Fig. 1: run 1, cells colored by class
Fill, decap, tap and diode cells in gray.
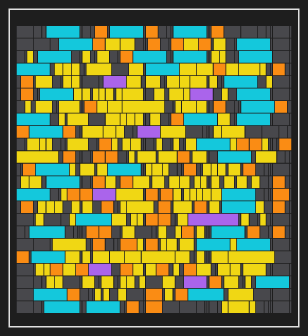
Fig. 2: run 1, I/O nets highlighted
The bar under the picture is 20 um long.
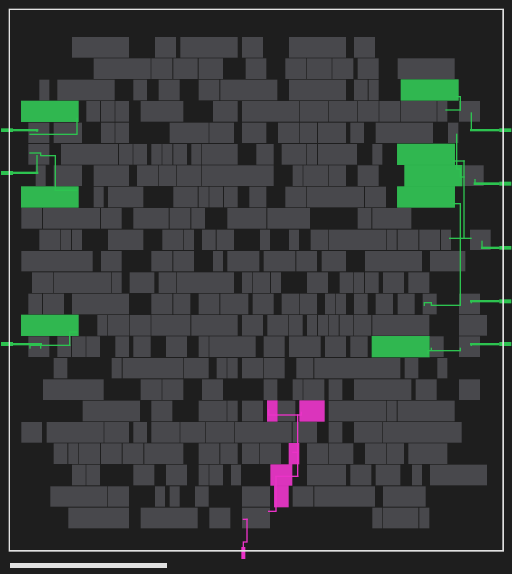
Fig. 3: run 1, placed standard cells
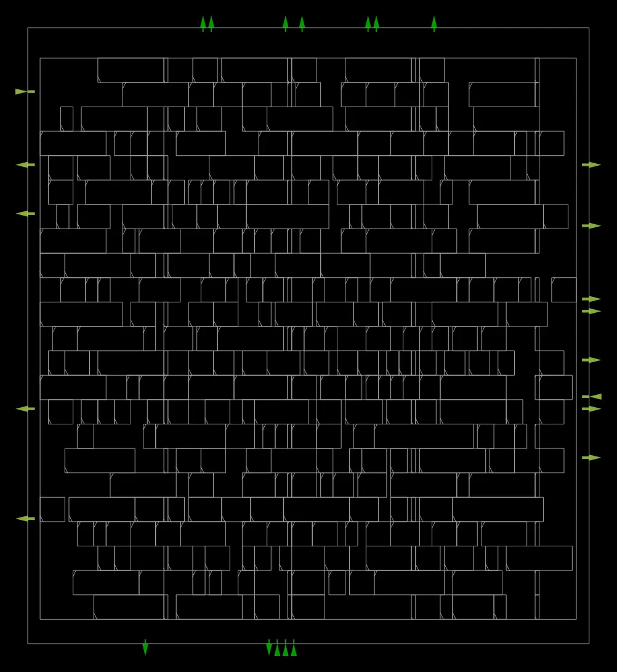
`config.mk`:
```
export PLATFORM = sky130hd
export DESIGN_NAME = sar_cmp_ctrl
export DESIGN_NICKNAME = d
export VERILOG_FILES = /design/src/rtl/sar_cmp_pkg.sv /design/src/rtl/sar_phase_timer.sv /design/src/rtl/sar_cmp_ctrl.sv
export SDC_FILE = /design/constraint.sdc
export NUM_CORES = 1
export LEC_CHECK = 0
export CAP_MARGIN = 20
export CORE_ASPECT_RATIO = 1.1
export CORE_UTILIZATION = 49
export DETAILED_ROUTE_END_ITERATION = 12
export PLACE_DENSITY_LB_ADDON = 0.15
export SLEW_MARGIN = 20
export SYNTH_ARGS = -nofsm -noshare
export SYNTH_HDL_FRONTEND = slang
export SYNTH_SLANG_ARGS = --single-unit
```
`constraint.sdc`:
```
create_clock -name clk -period 1.7 [get_ports clk]
set_input_delay 0.34 -clock clk [delete_from_list [all_inputs] [get_ports clk]]
set_output_delay 0.34 -clock clk [all_outputs]
set_load 0.05 [all_outputs]
```
`src/rtl/sar_cmp_pkg.sv`:
```
// -----------------------------------------------------------------------------
// sar_cmp_pkg
// Shared types and constants for the SAR comparator controller.
//   sar_state_e   : controller state encoding
//   SAR_*_DEF     : default parameter values for sar_cmp_ctrl
//   cnt_width()   : bit width of a down-counter able to hold a given value
// -----------------------------------------------------------------------------
package sar_cmp_pkg;

   typedef enum logic [2:0] {
      IDLE   = 3'd0,
      SAMPLE = 3'd1,
      SETTLE = 3'd2,
      DECIDE = 3'd3,
      DONE   = 3'd4
   } sar_state_e;

   localparam int SAR_WIDTH_DEF   = 32'sd8;
   localparam int SAR_SAMPLE_DEF  = 32'sd2;
   localparam int SAR_SETTLE_DEF  = 32'sd2;
   localparam int SAR_TIMEOUT_DEF = 32'sd4;

   // Width needed to hold max_val; never below 2 so decrement constants stay legal.
   function automatic int cnt_width(input int max_val);
      int w;
      w = $clog2(max_val + 32'sd1);
      return (w < 32'sd2) ? 32'sd2 : w;
   endfunction

endpackage

```
`src/rtl/sar_phase_timer.sv`:
```
// -----------------------------------------------------------------------------
// sar_phase_timer
// Loadable down-counter shared by the SAMPLE, SETTLE and DECIDE-timeout phases.
// Loading value N makes expired assert on the (N+1)-th cycle after the load.
// Ports:
//   clk, rst  : clock, synchronous active-high reset (clears the count)
//   load      : load load_val on the next edge (has priority over counting)
//   load_val  : value to load
//   expired   : count has reached zero
// -----------------------------------------------------------------------------
module sar_phase_timer #(
   parameter int CW = 32'sd3
) (
   input  logic          clk,
   input  logic          rst,
   input  logic          load,
   input  logic [CW-1:0] load_val,
   output logic          expired
);

   localparam logic [CW-1:0] CNT_ZERO = {CW{1'b0}};
   localparam logic [CW-1:0] CNT_ONE  = {{(CW-1){1'b0}}, 1'b1};

   logic [CW-1:0] count_r;

   // Reload on request, otherwise count down and park at zero.
   always_ff @(posedge clk) begin
      if (rst) begin
         count_r <= CNT_ZERO;
      end else if (load) begin
         count_r <= load_val;
      end else if (count_r != CNT_ZERO) begin
         count_r <= count_r - CNT_ONE;
      end else begin
         count_r <= count_r;
      end
   end

   assign expired = (count_r == CNT_ZERO);

endmodule

```
`src/rtl/sar_cmp_ctrl.sv`:
```
// -----------------------------------------------------------------------------
// sar_cmp_ctrl
// Successive-approximation controller for a gate-level comparator + ref DAC.
// Tracks the input (SAMPLE), then for each bit from MSB to LSB drives a trial
// code (SETTLE), reads the comparator (DECIDE) and keeps or clears the bit.
// A comparator that stays undriven (cmp_valid=0) for TIMEOUT_CYCLES extra
// clocks resolves the bit to 0 and raises the sticky undecided flag.
// Optional build macro: SAR_CMP_CTRL_CONT_MODE_EN -- when defined, DONE goes
// straight back to SAMPLE while start is held (free-running conversions).
// Ports:
//   clk, rst   : clock, synchronous active-high reset
//   start      : conversion request, only looked at in IDLE (and DONE when
//                continuous mode is built in)
//   cmp_out    : comparator decision, 1 = input above DAC
//   cmp_valid  : comparator output is being driven
//   sample     : high during the track phase
//   dac_code   : trial code to the reference DAC
//   busy       : high in every state but IDLE
//   done       : one-cycle pulse, result/undecided updated
//   result     : last completed conversion
//   undecided  : a bit of the last conversion timed out
// -----------------------------------------------------------------------------
module sar_cmp_ctrl
   import sar_cmp_pkg::*;
#(
   parameter int WIDTH          = SAR_WIDTH_DEF,
   parameter int SAMPLE_CYCLES  = SAR_SAMPLE_DEF,
   parameter int SETTLE_CYCLES  = SAR_SETTLE_DEF,
   parameter int TIMEOUT_CYCLES = SAR_TIMEOUT_DEF
) (
   input  logic             clk,
   input  logic             rst,
   input  logic             start,
   input  logic             cmp_out,
   input  logic             cmp_valid,
   output logic             sample,
   output logic [WIDTH-1:0] dac_code,
   output logic             busy,
   output logic             done,
   output logic [WIDTH-1:0] result,
   output logic             undecided
);

   localparam int TMR_MAX_A = (SAMPLE_CYCLES > SETTLE_CYCLES) ? SAMPLE_CYCLES : SETTLE_CYCLES;
   localparam int TMR_MAX   = (TMR_MAX_A > TIMEOUT_CYCLES) ? TMR_MAX_A : TIMEOUT_CYCLES;
   localparam int CW        = cnt_width(TMR_MAX);
   localparam int BW        = cnt_width(WIDTH - 32'sd1);

   // Timer reload values: N-1 gives an N-cycle phase; the timeout wait is
   // loaded with TIMEOUT_CYCLES itself so it adds exactly that many clocks.
   localparam logic [CW-1:0]    SAMPLE_LD  = CW'(SAMPLE_CYCLES - 32'sd1);
   localparam logic [CW-1:0]    SETTLE_LD  = CW'(SETTLE_CYCLES - 32'sd1);
   localparam logic [CW-1:0]    TIMEOUT_LD = CW'(TIMEOUT_CYCLES);
   localparam logic [BW-1:0]    BIT_TOP    = BW'(WIDTH - 32'sd1);
   localparam logic [BW-1:0]    BIT_ZERO   = {BW{1'b0}};
   localparam logic [BW-1:0]    BIT_ONE    = {{(BW-1){1'b0}}, 1'b1};
   localparam logic [WIDTH-1:0] CODE_ZERO  = {WIDTH{1'b0}};
   localparam logic [WIDTH-1:0] CODE_ONE   = {{(WIDTH-1){1'b0}}, 1'b1};

   sar_state_e       state_r;
   logic [WIDTH-1:0] work_r;
   logic [BW-1:0]    bit_r;
   logic             flag_r;

   logic             tmr_load_s;
   logic [CW-1:0]    tmr_val_s;
   logic             tmr_expired_s;
   logic             decided_s;
   logic             bit_val_s;
   logic             timed_out_s;
   logic             last_bit_s;
   logic [WIDTH-1:0] bit_mask_s;
   logic [WIDTH-1:0] next_mask_s;
   logic [WIDTH-1:0] work_next_s;

   sar_phase_timer #(.CW(CW)) u_timer (
      .clk      (clk),
      .rst      (rst),
      .load     (tmr_load_s),
      .load_val (tmr_val_s),
      .expired  (tmr_expired_s)
   );

   // next_mask_s is only consumed when bit_r is non-zero, so the index never wraps.
   assign last_bit_s  = (bit_r == BIT_ZERO);
   assign bit_mask_s  = CODE_ONE << bit_r;
   assign next_mask_s = CODE_ONE << (bit_r - BIT_ONE);
   assign work_next_s = bit_val_s ? (work_r | bit_mask_s) : (work_r & ~bit_mask_s);

   // Bit decision: a driven comparator wins; an expired wait forces the bit to 0.
   always_comb begin
      decided_s   = 1'b0;
      bit_val_s   = 1'b0;
      timed_out_s = 1'b0;
      if (state_r == DECIDE) begin
         if (cmp_valid) begin
            decided_s = 1'b1;
            bit_val_s = cmp_out;
         end else if (tmr_expired_s) begin
            decided_s   = 1'b1;
            timed_out_s = 1'b1;
         end else begin
            decided_s = 1'b0;
         end
      end else begin
         decided_s = 1'b0;
      end
   end

   // Timer reload: arm the length of whichever phase is entered next.
   always_comb begin
      tmr_load_s = 1'b0;
      tmr_val_s  = SAMPLE_LD;
      case (state_r)
         IDLE: begin
            tmr_load_s = start;
            tmr_val_s  = SAMPLE_LD;
         end
         SAMPLE: begin
            tmr_load_s = tmr_expired_s;
            tmr_val_s  = SETTLE_LD;
         end
         SETTLE: begin
            tmr_load_s = tmr_expired_s;
            tmr_val_s  = TIMEOUT_LD;
         end
         DECIDE: begin
            tmr_load_s = decided_s & ~last_bit_s;
            tmr_val_s  = SETTLE_LD;
         end
         DONE: begin
`ifdef SAR_CMP_CTRL_CONT_MODE_EN
            tmr_load_s = start;
`else
            tmr_load_s = 1'b0;
`endif
            tmr_val_s  = SAMPLE_LD;
         end
         default: begin
            tmr_load_s = 1'b0;
            tmr_val_s  = SAMPLE_LD;
         end
      endcase
   end

   // Conversion FSM; every output is set on the transition into its state.
   always_ff @(posedge clk) begin
      if (rst) begin
         state_r   <= IDLE;
         work_r    <= CODE_ZERO;
         bit_r     <= BIT_ZERO;
         flag_r    <= 1'b0;
         sample    <= 1'b0;
         dac_code  <= CODE_ZERO;
         busy      <= 1'b0;
         done      <= 1'b0;
         result    <= CODE_ZERO;
         undecided <= 1'b0;
      end else begin
         case (state_r)
            IDLE: begin
               done     <= 1'b0;
               dac_code <= CODE_ZERO;
               if (start) begin
                  state_r <= SAMPLE;
                  sample  <= 1'b1;
                  busy    <= 1'b1;
                  work_r  <= CODE_ZERO;
                  bit_r   <= BIT_TOP;
                  flag_r  <= 1'b0;
               end
            end
            SAMPLE: begin
               if (tmr_expired_s) begin
                  state_r  <= SETTLE;
                  sample   <= 1'b0;
                  dac_code <= work_r | bit_mask_s;
               end
            end
            SETTLE: begin
               if (tmr_expired_s) begin
                  state_r <= DECIDE;
               end
            end
            DECIDE: begin
               if (decided_s) begin
                  work_r <= work_next_s;
                  flag_r <= flag_r | timed_out_s;
                  if (last_bit_s) begin
                     state_r   <= DONE;
                     done      <= 1'b1;
                     result    <= work_next_s;
                     undecided <= flag_r | timed_out_s;
                  end else begin
                     state_r  <= SETTLE;
                     bit_r    <= bit_r - BIT_ONE;
                     dac_code <= work_next_s | next_mask_s;
                  end
               end
            end
            DONE: begin
               done     <= 1'b0;
               dac_code <= CODE_ZERO;
`ifdef SAR_CMP_CTRL_CONT_MODE_EN
               if (start) begin
                  state_r <= SAMPLE;
                  sample  <= 1'b1;
                  work_r  <= CODE_ZERO;
                  bit_r   <= BIT_TOP;
                  flag_r  <= 1'b0;
               end else begin
                  state_r <= IDLE;
                  busy    <= 1'b0;
               end
`else
               state_r <= IDLE;
               busy    <= 1'b0;
`endif
            end
            default: begin
               state_r  <= IDLE;
               sample   <= 1'b0;
               dac_code <= CODE_ZERO;
               busy     <= 1'b0;
               done     <= 1'b0;
            end
         endcase
      end
   end

endmodule

```
==> results.cfg, run 1 <==
; synthesis and place-and-route metrics
[run_status]
status = finished clean

[worst_setup_path]
path_cells = inv_1 -> ha_2 -> nand2b_4 -> nand2_2 -> o22ai_4 -> nand2_2 -> o311a_1
path_max_fanout = 5
cp.arrival_ns = 1.81
cp_num_cells = 7
cp-start-kind = flip-flop
critical_path_required_ns = 1.88

[final_layout]
nClkBuffers = 6
area_share_clock_buf_inv_pct = 4.192
comb_area_um2 = 1225
dominant_cells = logic gates

[floorplan]
fp.dieArea_um2 = 4298

[placement]
place_ws_ns = -0.1738
post-dp-hpwl_um = 3652

[yosys]
yosys-top-cells-area = dfxtp_1, ha_1, nor2_1
synthXorXnorAreaFrac_pct = 0.8850
synth_area_um2 = 1979
numSynthFlops = 38

[detailed_routing]
wl_per_cell_um = 14.85
ant_nets = 0
first_pass_iters = 4

[pwr]
pwr_density_cell_nw_per_um2 = 1385
power-top-group = combinational cells
pg_comb_mw = 1.86
powerClk_mw = 0.777
p_leak_nw = 1.112

[sta]
setup_viol = 0

[cts]
path_clk_slew_ns = 0.08
cts_root_buf = clkbuf_8

[global_routing]
busiest_layer = met2
grt.overflow.total = 0
About Fig. 1:
Yellow stands for combinational and other logic, cells 178, share of their area 48%. Purple stands for clock drivers and dummy loads, cells 7, share of their area 4.3%. Orange stands for other buffers and delay cells, cells 64, share of their area 19%. Cyan stands for flops, cells 38, share of their area 29%.
post-layout util: 71.81%
sequential share of cell area: 28.50%
post-route cell area: 2686 um^2
Cell Rows: 23
core area: 3741 um^2

About Fig. 2:
Magenta stands for `cmp_valid`, bits 1, direction input, edge south, end cells 5, buffers 1, wire 26.1 um. Green stands for `result`, bits 8, direction output, edge 5 east, 3 west, end cells 8, buffers 8, wire 107 um.
I/O Pins: 25
I/O Buffers: 24

About Fig. 3:
final non-filler cell total: 337
fillers: 304
# Taps: 50
Flops: 38

--- run 2 (diff from run 1) ---
--- a/config.mk
+++ b/config.mk
@@ -7,7 +7,7 @@
 export LEC_CHECK = 0
 export CAP_MARGIN = 20
 export CORE_ASPECT_RATIO = 1.1
-export CORE_UTILIZATION = 49
+export CORE_UTILIZATION = 40
 export DETAILED_ROUTE_END_ITERATION = 12
 export PLACE_DENSITY_LB_ADDON = 0.15
 export SLEW_MARGIN = 20
Fig. 4: run 2, I/O nets highlighted
The bar under the picture is 20 um long.
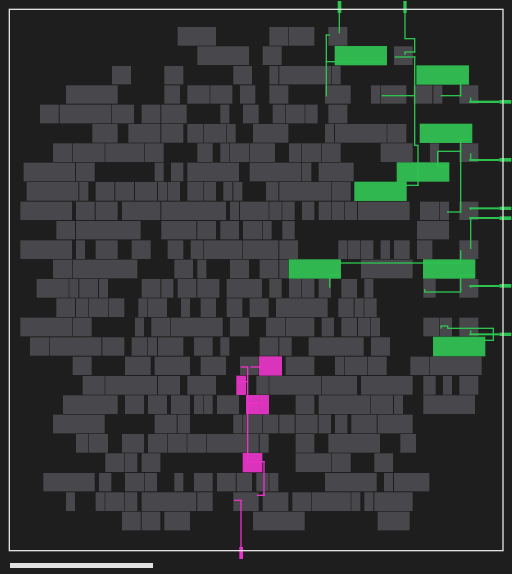
Magenta stands for `cmp_valid`, bits 1, direction input, edge south, end cells 5, buffers 2, wire 35.8 um. Green stands for `result`, bits 8, direction output, edge 6 east, 2 north, end cells 8, buffers 8, wire 155 um.

Fig. 5: run 2, cells by drive strength
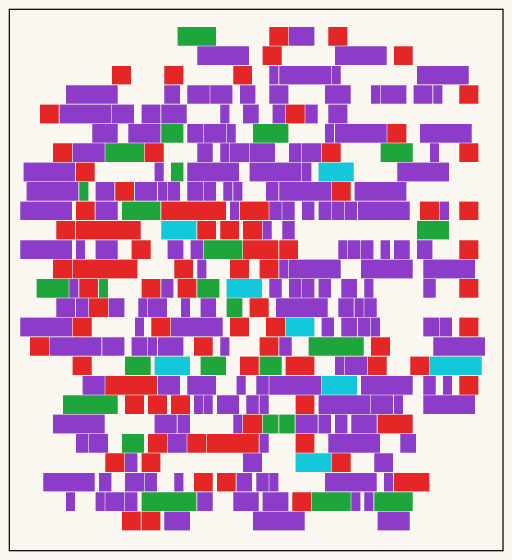
Purple stands for _0 and _1 cells, cells 186, share 63%. Cyan stands for _6 and larger, cells 8, share 2.7%. Green stands for _2 cells, cells 25, share 8.4%. Red stands for _3 and _4 cells, cells 78, share 26%.

==> results.cfg, run 2 <==
; synthesis and place-and-route metrics
[final_layout]
nClkBuffers = 6
finish.instance_area_um2 = 2764
dominant_cells = logic gates
flops = 38
fill_cells = 433
utilization_pct = 59.00
area_share_clock_buf_inv_pct = 3.440
seq_share_pct = 27.66
syn_to_final_growth_pct = 39.63
comb_area_um2 = 1230

[cts]
path_clk_slew_ns = 0.08
cts_root_buf = clkbuf_8

[pwr]
p_leak_nw = 1.157
power-top-group = combinational cells
pwr_density_cell_nw_per_um2 = 1327
powerClk_mw = 0.657
pg_comb_mw = 1.91

[placement]
io_buffers = 24
post-dp-hpwl_um = 3858
place_ws_ns = -0.1944

[yosys]
numSynthFlops = 38
synth_area_um2 = 1979
synth_area_per_cell_um2 = 8.720
yosys-top-cells-area = dfxtp_1, ha_1, nor2_1
synthXorXnorAreaFrac_pct = 0.8850

[run_status]
status = finished clean

[worst_setup_path]
path_max_fanout = 4
cp-start-kind = flip-flop
cp.arrival_ns = 1.79
cp-endpoint = u_timer.count_r[2]
path_cells = inv_1 -> ha_2 -> nor2b_4 -> buf_4 -> nand3_1 -> nand2_2 -> o311a_1
cp_num_cells = 7
critical_path_required_ns = 1.89

[floorplan]
fp.dieArea_um2 = 5234
nWellTaps = 56
core_area_um2 = 4684

[global_routing]
busiest_layer = met2
grt.overflow.total = 0
gr-usage-met2_pct = 34.63

[detailed_routing]
wl_per_cell_um = 14.86
top_layer = met4
first_pass_iters = 4
ant_nets = 0

[sta]
period_used_pct = 94.25
setup_viol = 0
Fig. 6: run 2, routed metal, one color a layer
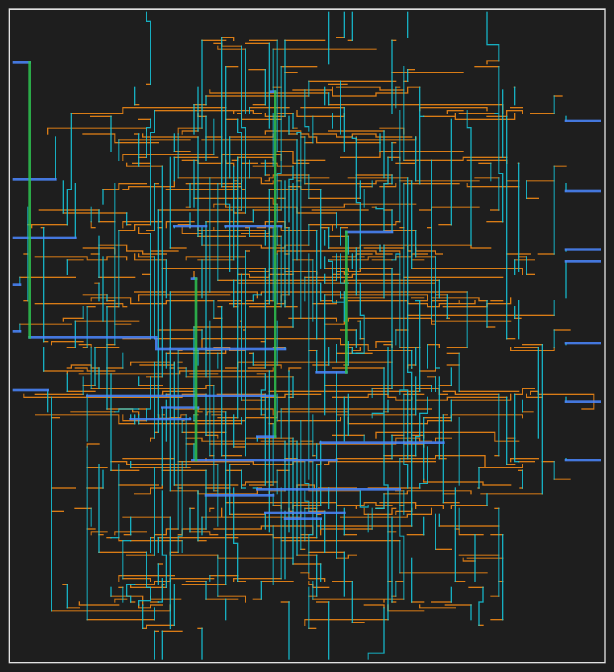
Blue stands for metal 3, wire length 200 um. Cyan stands for metal 2, wire length 2390 um. Green stands for metal 4, wire length 110 um. Orange stands for metal 1, wire length 2540 um.
wirelength, routed: 5246 um
DR vias: 1884

Power is estimated from default activity; no workload was simulated.
